## config.mk

```make
export PLATFORM = sky130hd
export DESIGN_NAME = seq_shifter
export DESIGN_NICKNAME = d
export VERILOG_FILES = /design/src/rtl/shifter_pkg.sv /design/src/rtl/shift_step.sv /design/src/rtl/seq_shifter.sv
export SDC_FILE = /design/constraint.sdc
export NUM_CORES = 1
export LEC_CHECK = 0
export CELL_PAD_IN_SITES_DETAIL_PLACEMENT = 1
export CELL_PAD_IN_SITES_GLOBAL_PLACEMENT = 1
export CORE_ASPECT_RATIO = 1.25
export CORE_MARGIN = 4
export CORE_UTILIZATION = 41
export DETAILED_ROUTE_END_ITERATION = 8
export GPL_ROUTABILITY_DRIVEN = 0
export PLACE_DENSITY_LB_ADDON = 0.1
export SYNTH_ARGS = -nofsm -noshare
export SYNTH_HDL_FRONTEND = slang
export SYNTH_SLANG_ARGS = --single-unit
```

## constraint.sdc

```tcl
create_clock -name clk -period 3.9 [get_ports clk]
set_input_delay 1.17 -clock clk [delete_from_list [all_inputs] [get_ports clk]]
set_output_delay 1.17 -clock clk [all_outputs]
set_load 0.03 [all_outputs]
```

## src/rtl/shifter_pkg.sv

```systemverilog
// Shared definitions for the sequential shift/rotate unit.
//   - state_e : controller states (IDLE, SHIFT, DONE)
//   - mode_e  : decoded shift/rotate mode
//   - decode_mode() : maps {rotate, sra, op} request bits to mode_e
package shifter_pkg;

  typedef enum logic [1:0] {
    IDLE  = 2'd0,
    SHIFT = 2'd1,
    DONE  = 2'd2
  } state_e;

  typedef enum logic [2:0] {
    MODE_SLL = 3'd0,
    MODE_SRL = 3'd1,
    MODE_SRA = 3'd2,
    MODE_ROL = 3'd3,
    MODE_ROR = 3'd4
  } mode_e;

  // Rotate has priority over sra; sra only matters for right non-rotate.
  function automatic mode_e decode_mode(input logic rotate, input logic sra, input logic op);
    mode_e m;
    if (rotate)   m = op ? MODE_ROR : MODE_ROL;
    else if (!op) m = MODE_SLL;
    else if (sra) m = MODE_SRA;
    else          m = MODE_SRL;
    return m;
  endfunction

endpackage

```

## src/rtl/shift_step.sv

```systemverilog
// Combinational single-chunk shifter/rotator.
//   data_i : operand (WIDTH)
//   amt_i  : shift amount, 0..STEP of the parent (AW bits, covers up to WIDTH)
//   mode_i : decoded mode
//   data_o : shifted/rotated result (WIDTH)
module shift_step
  import shifter_pkg::*;
#(
  parameter int WIDTH = 32,
  parameter int AW    = 6
) (
  input  logic [WIDTH-1:0] data_i,
  input  logic [AW-1:0]    amt_i,
  input  mode_e            mode_i,
  output logic [WIDTH-1:0] data_o
);

  localparam logic [AW-1:0] WIDTH_A = AW'(WIDTH);

  logic [AW-1:0] inv_amt;

  // For amt_i = 0 the complementary shift is by WIDTH, which yields zero,
  // so the rotate degenerates cleanly to a passthrough.
  assign inv_amt = WIDTH_A - amt_i;

  always_comb begin
    data_o = data_i;
    case (mode_i)
      MODE_SLL: data_o = data_i << amt_i;
      MODE_SRL: data_o = data_i >> amt_i;
      MODE_SRA: data_o = $signed(data_i) >>> amt_i;
      MODE_ROL: data_o = (data_i << amt_i) | (data_i >> inv_amt);
      MODE_ROR: data_o = (data_i >> amt_i) | (data_i << inv_amt);
      default:  data_o = data_i;
    endcase
  end

endmodule

```

## src/rtl/seq_shifter.sv

```systemverilog
// Multi-cycle shift/rotate unit: applies at most STEP bit positions per clock.
//   clk, rst_n            : clock, async active-low reset
//   in_valid/in_ready     : request handshake
//   in_data, in_shamt     : operand and shift amount
//   in_op, in_sra, in_rotate : direction (0=left), arithmetic select, rotate select
//   out_valid/out_ready   : result handshake
//   out_data              : result
//   busy                  : high in SHIFT or DONE
//
// state | meaning
// IDLE  | ready for a request
// SHIFT | applying chunks of up to STEP bits, remaining counts down to zero
// DONE  | result held on out_data until out_ready
module seq_shifter
  import shifter_pkg::*;
#(
  parameter int WIDTH = 32,
  parameter int STEP  = 4,
  localparam int SHW  = $clog2(WIDTH)
) (
  input  logic             clk,
  input  logic             rst_n,
  input  logic             in_valid,
  output logic             in_ready,
  input  logic [WIDTH-1:0] in_data,
  input  logic [SHW-1:0]   in_shamt,
  input  logic             in_op,
  input  logic             in_sra,
  input  logic             in_rotate,
  output logic             out_valid,
  input  logic             out_ready,
  output logic [WIDTH-1:0] out_data,
  output logic             busy
);

  // One extra bit so STEP itself is representable even when STEP = WIDTH.
  localparam int AW = SHW + 1;
  localparam logic [AW-1:0] STEP_A = AW'(STEP);

  state_e           state_q, state_d;
  logic [WIDTH-1:0] data_q, data_d;
  logic [SHW-1:0]   rem_q, rem_d;
  mode_e            mode_q, mode_d;

  logic [AW-1:0]    rem_ext;
  logic [AW-1:0]    chunk;
  logic [WIDTH-1:0] step_out;

  assign rem_ext = {1'b0, rem_q};
  assign chunk   = (rem_ext < STEP_A) ? rem_ext : STEP_A;

  shift_step #(
    .WIDTH(WIDTH),
    .AW   (AW)
  ) u_shift_step (
    .data_i(data_q),
    .amt_i (chunk),
    .mode_i(mode_q),
    .data_o(step_out)
  );

  always_ff @(posedge clk or negedge rst_n) begin
    if (!rst_n) begin
      state_q <= IDLE;
      data_q  <= '0;
      rem_q   <= '0;
      mode_q  <= MODE_SLL;
    end else begin
      state_q <= state_d;
      data_q  <= data_d;
      rem_q   <= rem_d;
      mode_q  <= mode_d;
    end
  end

  always_comb begin
    state_d   = state_q;
    data_d    = data_q;
    rem_d     = rem_q;
    mode_d    = mode_q;
    in_ready  = 1'b0;
    out_valid = 1'b0;
    busy      = 1'b1;
    case (state_q)
      IDLE: begin
        in_ready = 1'b1;
        busy     = 1'b0;
        if (in_valid) begin
          data_d  = in_data;
          rem_d   = in_shamt;
          mode_d  = decode_mode(in_rotate, in_sra, in_op);
          state_d = (in_shamt != '0) ? SHIFT : DONE;
        end
      end
      SHIFT: begin
        data_d = step_out;
        rem_d  = SHW'(rem_ext - chunk);
        if (rem_d == '0) state_d = DONE;
      end
      DONE: begin
        out_valid = 1'b1;
        if (out_ready) state_d = IDLE;
      end
      default: begin
        busy    = 1'b0;
        state_d = IDLE;
      end
    endcase
  end

  assign out_data = data_q;

endmodule

```

**Run 1: signal wires by layer**

Scale bar: 20 µm.
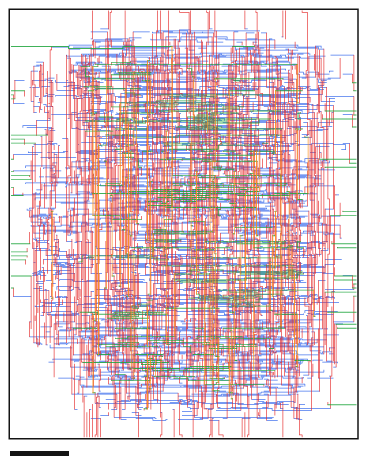
layer	color	wire length
met1	blue	11,400 µm
met3	green	2,670 µm
met2	red	14,300 µm
met4	orange	2,000 µm

**Run 1: placement view**

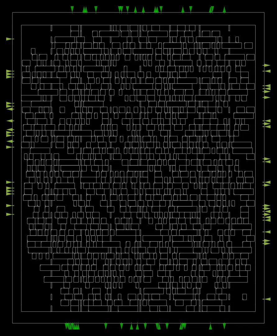
row cnt: 49
Seq cells: 42
n_taps: 178
Layout Cells excl Fill: 1,071

**Run 1: the metal 4 layer**

Scale bar: 20 µm.
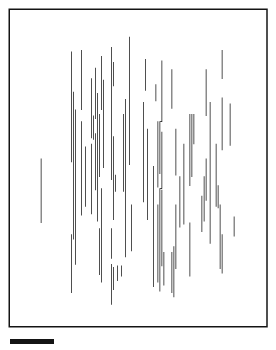
nets with wire on the layer	54
longest straight run	72.1 µm
wire length on this layer	2,000 µm
share of all routed wire	6.6%
final WL: 30.39 mm
routed vias: 7,669

## run 1: metrics by stage
stage	setup WS, ns	area, µm²
2_1_floorplan	0.6092	6121
3_3_place_gp	0.4556	6984
3_5_place_dp	0.3736	6984
4_1_cts	0.5770	7132
5_1_grt	0.4286	7134
6_report	0.5571	7134
## run 1: cells by family after synthesis
| logic type | count (synthesis) |
|---|---|
| muxes | 99 |
| DFF | 42 |
| and+or+nand+nor | 315 |
| buffers and inverters | 124 |
| other | 1 |
| AOI/OAI and AO/OA | 289 |
| adders and majority gates | 5 |
| xor gates and xnor gates | 3 |
## run 1: cell type report
cell class / instances / area share, %
inverters: 17 / 0.8944
multi-input cells: 712 / 64.33
repair buffers: 114 / 14.84
clock inverters: 1 / 0.07015
clock buffers: 7 / 1.999
well taps: 178 / 3.122
flip-flops and latches: 42 / 14.75
## run 1: layer usage
layer | track usage, % | vias up | routed length [µm]
met5 | 0 | - | 0
met4 | 20.23 | 0 | 1999
met3 | 6.572 | 146 | 2666
met2 | 58.40 | 514 | 14330
met1 | 43.85 | 3735 | 11390
li1 | - | 3274 | -
## run 1: worst max-delay path by stage
stage,start,endpoint,depth (start not counted)
3_5_place_dp,in_valid,out_data[24],6
5_1_grt,rem_q[2],out_data[1],9
3_3_place_gp,in_valid,out_data[24],6
2_1_floorplan,rem_q[4],out_data[21],12
6_report,rem_q[2],out_data[1],9
4_1_cts,rem_q[2],out_data[1],9
## run 1: Yosys cell counts, types with 4 or more instances
cell | n | share of area [%]
nand2_1 | 158 | 9.7
mux2i_1 | 84 | 14
clkbuf_1 | 76 | 4.7
o21ai_0 | 71 | 5.8
a21oi_1 | 49 | 4.0
nor2_1 | 47 | 2.9
dfrtp_1 | 42 | 17
a31oi_1 | 31 | 3.2
o211ai_1 | 31 | 3.8
or3_1 | 27 | 2.8
nand3_1 | 26 | 2.1
buf_2 | 20 | 1.6
a211oi_1 | 16 | 2.0
inv_1 | 14 | 0.86
and3_1 | 12 | 1.2
o22ai_1 | 11 | 1.1
nor3_1 | 9 | 0.74
a22oi_1 | 7 | 0.86
buf_1 | 7 | 0.43
mux2_2 | 7 | 1.3
mux4_2 | 7 | 2.6
nor2b_1 | 7 | 0.72
a311oi_1 | 6 | 0.86
a211o_1 | 5 | 0.72
a221oi_1 | 5 | 0.72
ha_1 | 5 | 1.0
nor4_1 | 5 | 0.51
a2111oi_0 | 4 | 0.57
a22o_1 | 4 | 0.57
a2bb2oi_1 | 4 | 0.57
a32oi_1 | 4 | 0.57
and2_1 | 4 | 0.41
and4_1 | 4 | 0.57
o221ai_1 | 4 | 0.57
o31ai_1 | 4 | 0.49
## run 1: worst register-to-register path, cell delays in order, from the launching register on
cell,delay (ns)
dfrtp_1,0.45
buf_4,0.22
nor4b_4,0.27
buf_4,0.67
mux2i_1,0.37
buf_4,0.25
a211o_1,0.33
o211ai_1,0.12
o311ai_0,0.23
a31oi_1,0.34
==> CHANGELOG.md, run 1 <==
### Metrics

- Hold Path Class: reg2reg
- WP data arrival: 3.54 ns
- Worst Hold Launch: state_q[0]
- Post-Syn Instances: 878
- Register area: 1052 µm²
- Initial detailed-routing violation count: 846
- Crit path max fanout: 49
- Fin nets: 941
- Status: completed
- Placed Instances: 1,063
- Post-route ant nets: 0
- First-pass detailed-route iteration total: 7
- Synthesis Warnings: 0
- Crit-path most repeated cell: buf_4
- Synth Flop Type: dfrtp_1
- Largest net degree at the start of global routing: 60
- Root buf cell: clkbuf_16
- Tmin final: 3.343 ns
- Clock Sinks: 42
- Yosys aoi share: 31.09%
- Syn nets: 927
- Hold Buf Count CTS: 0
- Cells in synth_stat.txt: 878
- DRC Markers: 0
- Measured slew at the worst slew-check pin: 0.9236 ns
- EDFF count, synth: 0
- Hold path cells: 2
- First-pass GRT wire length: 46.33 mm
- Initial antenna violation count: 0
- Final setup TNS: 0 ns
--- run 2 (diff from run 1) ---
--- a/config.mk
+++ b/config.mk
@@ -13,6 +13,7 @@
 export DETAILED_ROUTE_END_ITERATION = 8
 export GPL_ROUTABILITY_DRIVEN = 0
 export PLACE_DENSITY_LB_ADDON = 0.1
+export SETUP_SLACK_MARGIN = 0.05
 export SYNTH_ARGS = -nofsm -noshare
 export SYNTH_HDL_FRONTEND = slang
 export SYNTH_SLANG_ARGS = --single-unit
**Run 2: placement view**

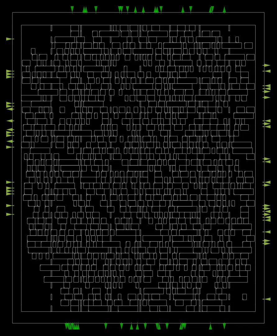
Seq area share: 14.75%
FILL cells: 1,862
Layout Utilization: 49.10%
core area: 14,530 µm²

**Run 2: cell classes on the final placement**

Scale bar: 20 µm. Fill, decap, tap and diode cells in gray.
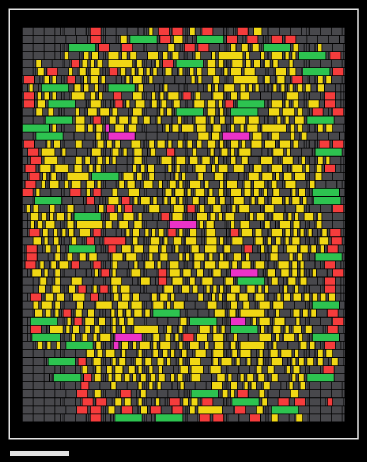
class	color	cells	share of their area
all other logic	yellow	729	67%
flip-flops	green	42	15%
other buffers and delay cells	red	114	15%
clock drivers and dummy loads	magenta	8	2.1%

==> run 2 against run 1 <==
  * First-iteration DRC count unchanged
  * Global-route usage unchanged
  * Worst hold slack unchanged
  * Critical path type unchanged
  * Critical endpoint unchanged
  * Register-to-register slack about the same
  * Highest routed layer unchanged
==> CHANGELOG.md, run 2 <==
### Metrics

- Hold Path Class: reg2reg (unchanged)
- Synthesis Warnings: 0 (unchanged)
- Final WL: 30.39 mm (unchanged)
- Fin nets: 941 (unchanged)
- Routed vias: 7,669 (unchanged)
- Placed Instances: 1,063 (unchanged)
- First-pass detailed-route iteration total: 7 (unchanged)
- Root buf cell: clkbuf_16 (unchanged)
- DR top layer: met4 (unchanged)
- Layout Cells excl Fill: 1,071 (unchanged)
- Worst Hold Launch: state_q[0] (unchanged)
- Clock Sinks: 42 (unchanged)
- Area of placed instances: 6984 µm² (unchanged)
- EDFF count, synth: 0 (unchanged)
- Initial detailed-routing violation count: 846 (unchanged)
- Largest net degree at the start of global routing: 60 (unchanged)
- Post-Syn Instances: 878 (unchanged)
- Cell taking the most area after synthesis: dfrtp_1 (unchanged)
- First-pass GRT wire length: 46.33 mm (unchanged)
- Status: completed (unchanged)
- Row cnt: 49 (unchanged)
-- run 2: area by class of cell --
class | count | area, µm² | area share (%)
clock inverter | 1 | 5.005 | 0.07015
inverter | 17 | 63.81 | 0.8944
timing repair buffer | 114 | 1059 | 14.84
multi-input combinational | 712 | 4589 | 64.33
sequential | 42 | 1052 | 14.75
tap | 178 | 222.7 | 3.122
clock buffer | 7 | 142.6 | 1.999
-- run 2: logic make-up (layout without fill, tap and decap cells) --
family,after synthesis,after routing
flip-flops,42,42
AND/OR/NAND/NOR,315,315
multiplexers,99,99
XOR/XNOR,3,3
adder cells (fa/ha/maj),5,5
other,1,1
buffers and inverters,124,139
AND-OR/OR-AND,289,289
-- run 2: through the flow --
| stage | util [%] | hold WS [ns] | setup slack, ns |
|---|---|---|---|
| after CTS | 49.08 | 0.6161 | 0.5770 |
| after detailed placement | 48.07 | 0.6047 | 0.3736 |
| after global routing | 49.10 | 0.6362 | 0.4286 |
| after floorplan | - | 0.5389 | 0.6092 |
| after global placement | 48.07 | 0.5711 | 0.4556 |
| final | 49.10 | 0.6091 | 0.5571 |
-- run 2: worst max path at each step --
stage	startpoint	to	slack (ns)
5_1_grt	rem_q[2]	out_data[1]	0.43
6_report	rem_q[2]	out_data[1]	0.56
4_1_cts	rem_q[2]	out_data[1]	0.58
3_3_place_gp	in_valid	out_data[24]	0.46
3_5_place_dp	in_valid	out_data[24]	0.37
2_1_floorplan	rem_q[4]	out_data[21]	0.61
-- run 2: routing by layer --
metal / vias to the layer above / GRT usage (%)
met5: - / 0
met4: 0 / 20.23
met3: 146 / 6.572
met2: 514 / 58.40
met1: 3735 / 43.85
li1: 3274 / -
-- run 2: worst max-delay path: cells and delay by family (launching register included) --
kind	cells	cell delay, ns
flip-flops	1	0.45
AND-OR/OR-AND	4	1.02
AND/OR/NAND/NOR	1	0.27
multiplexers	1	0.35
buffers and inverters	3	1.14
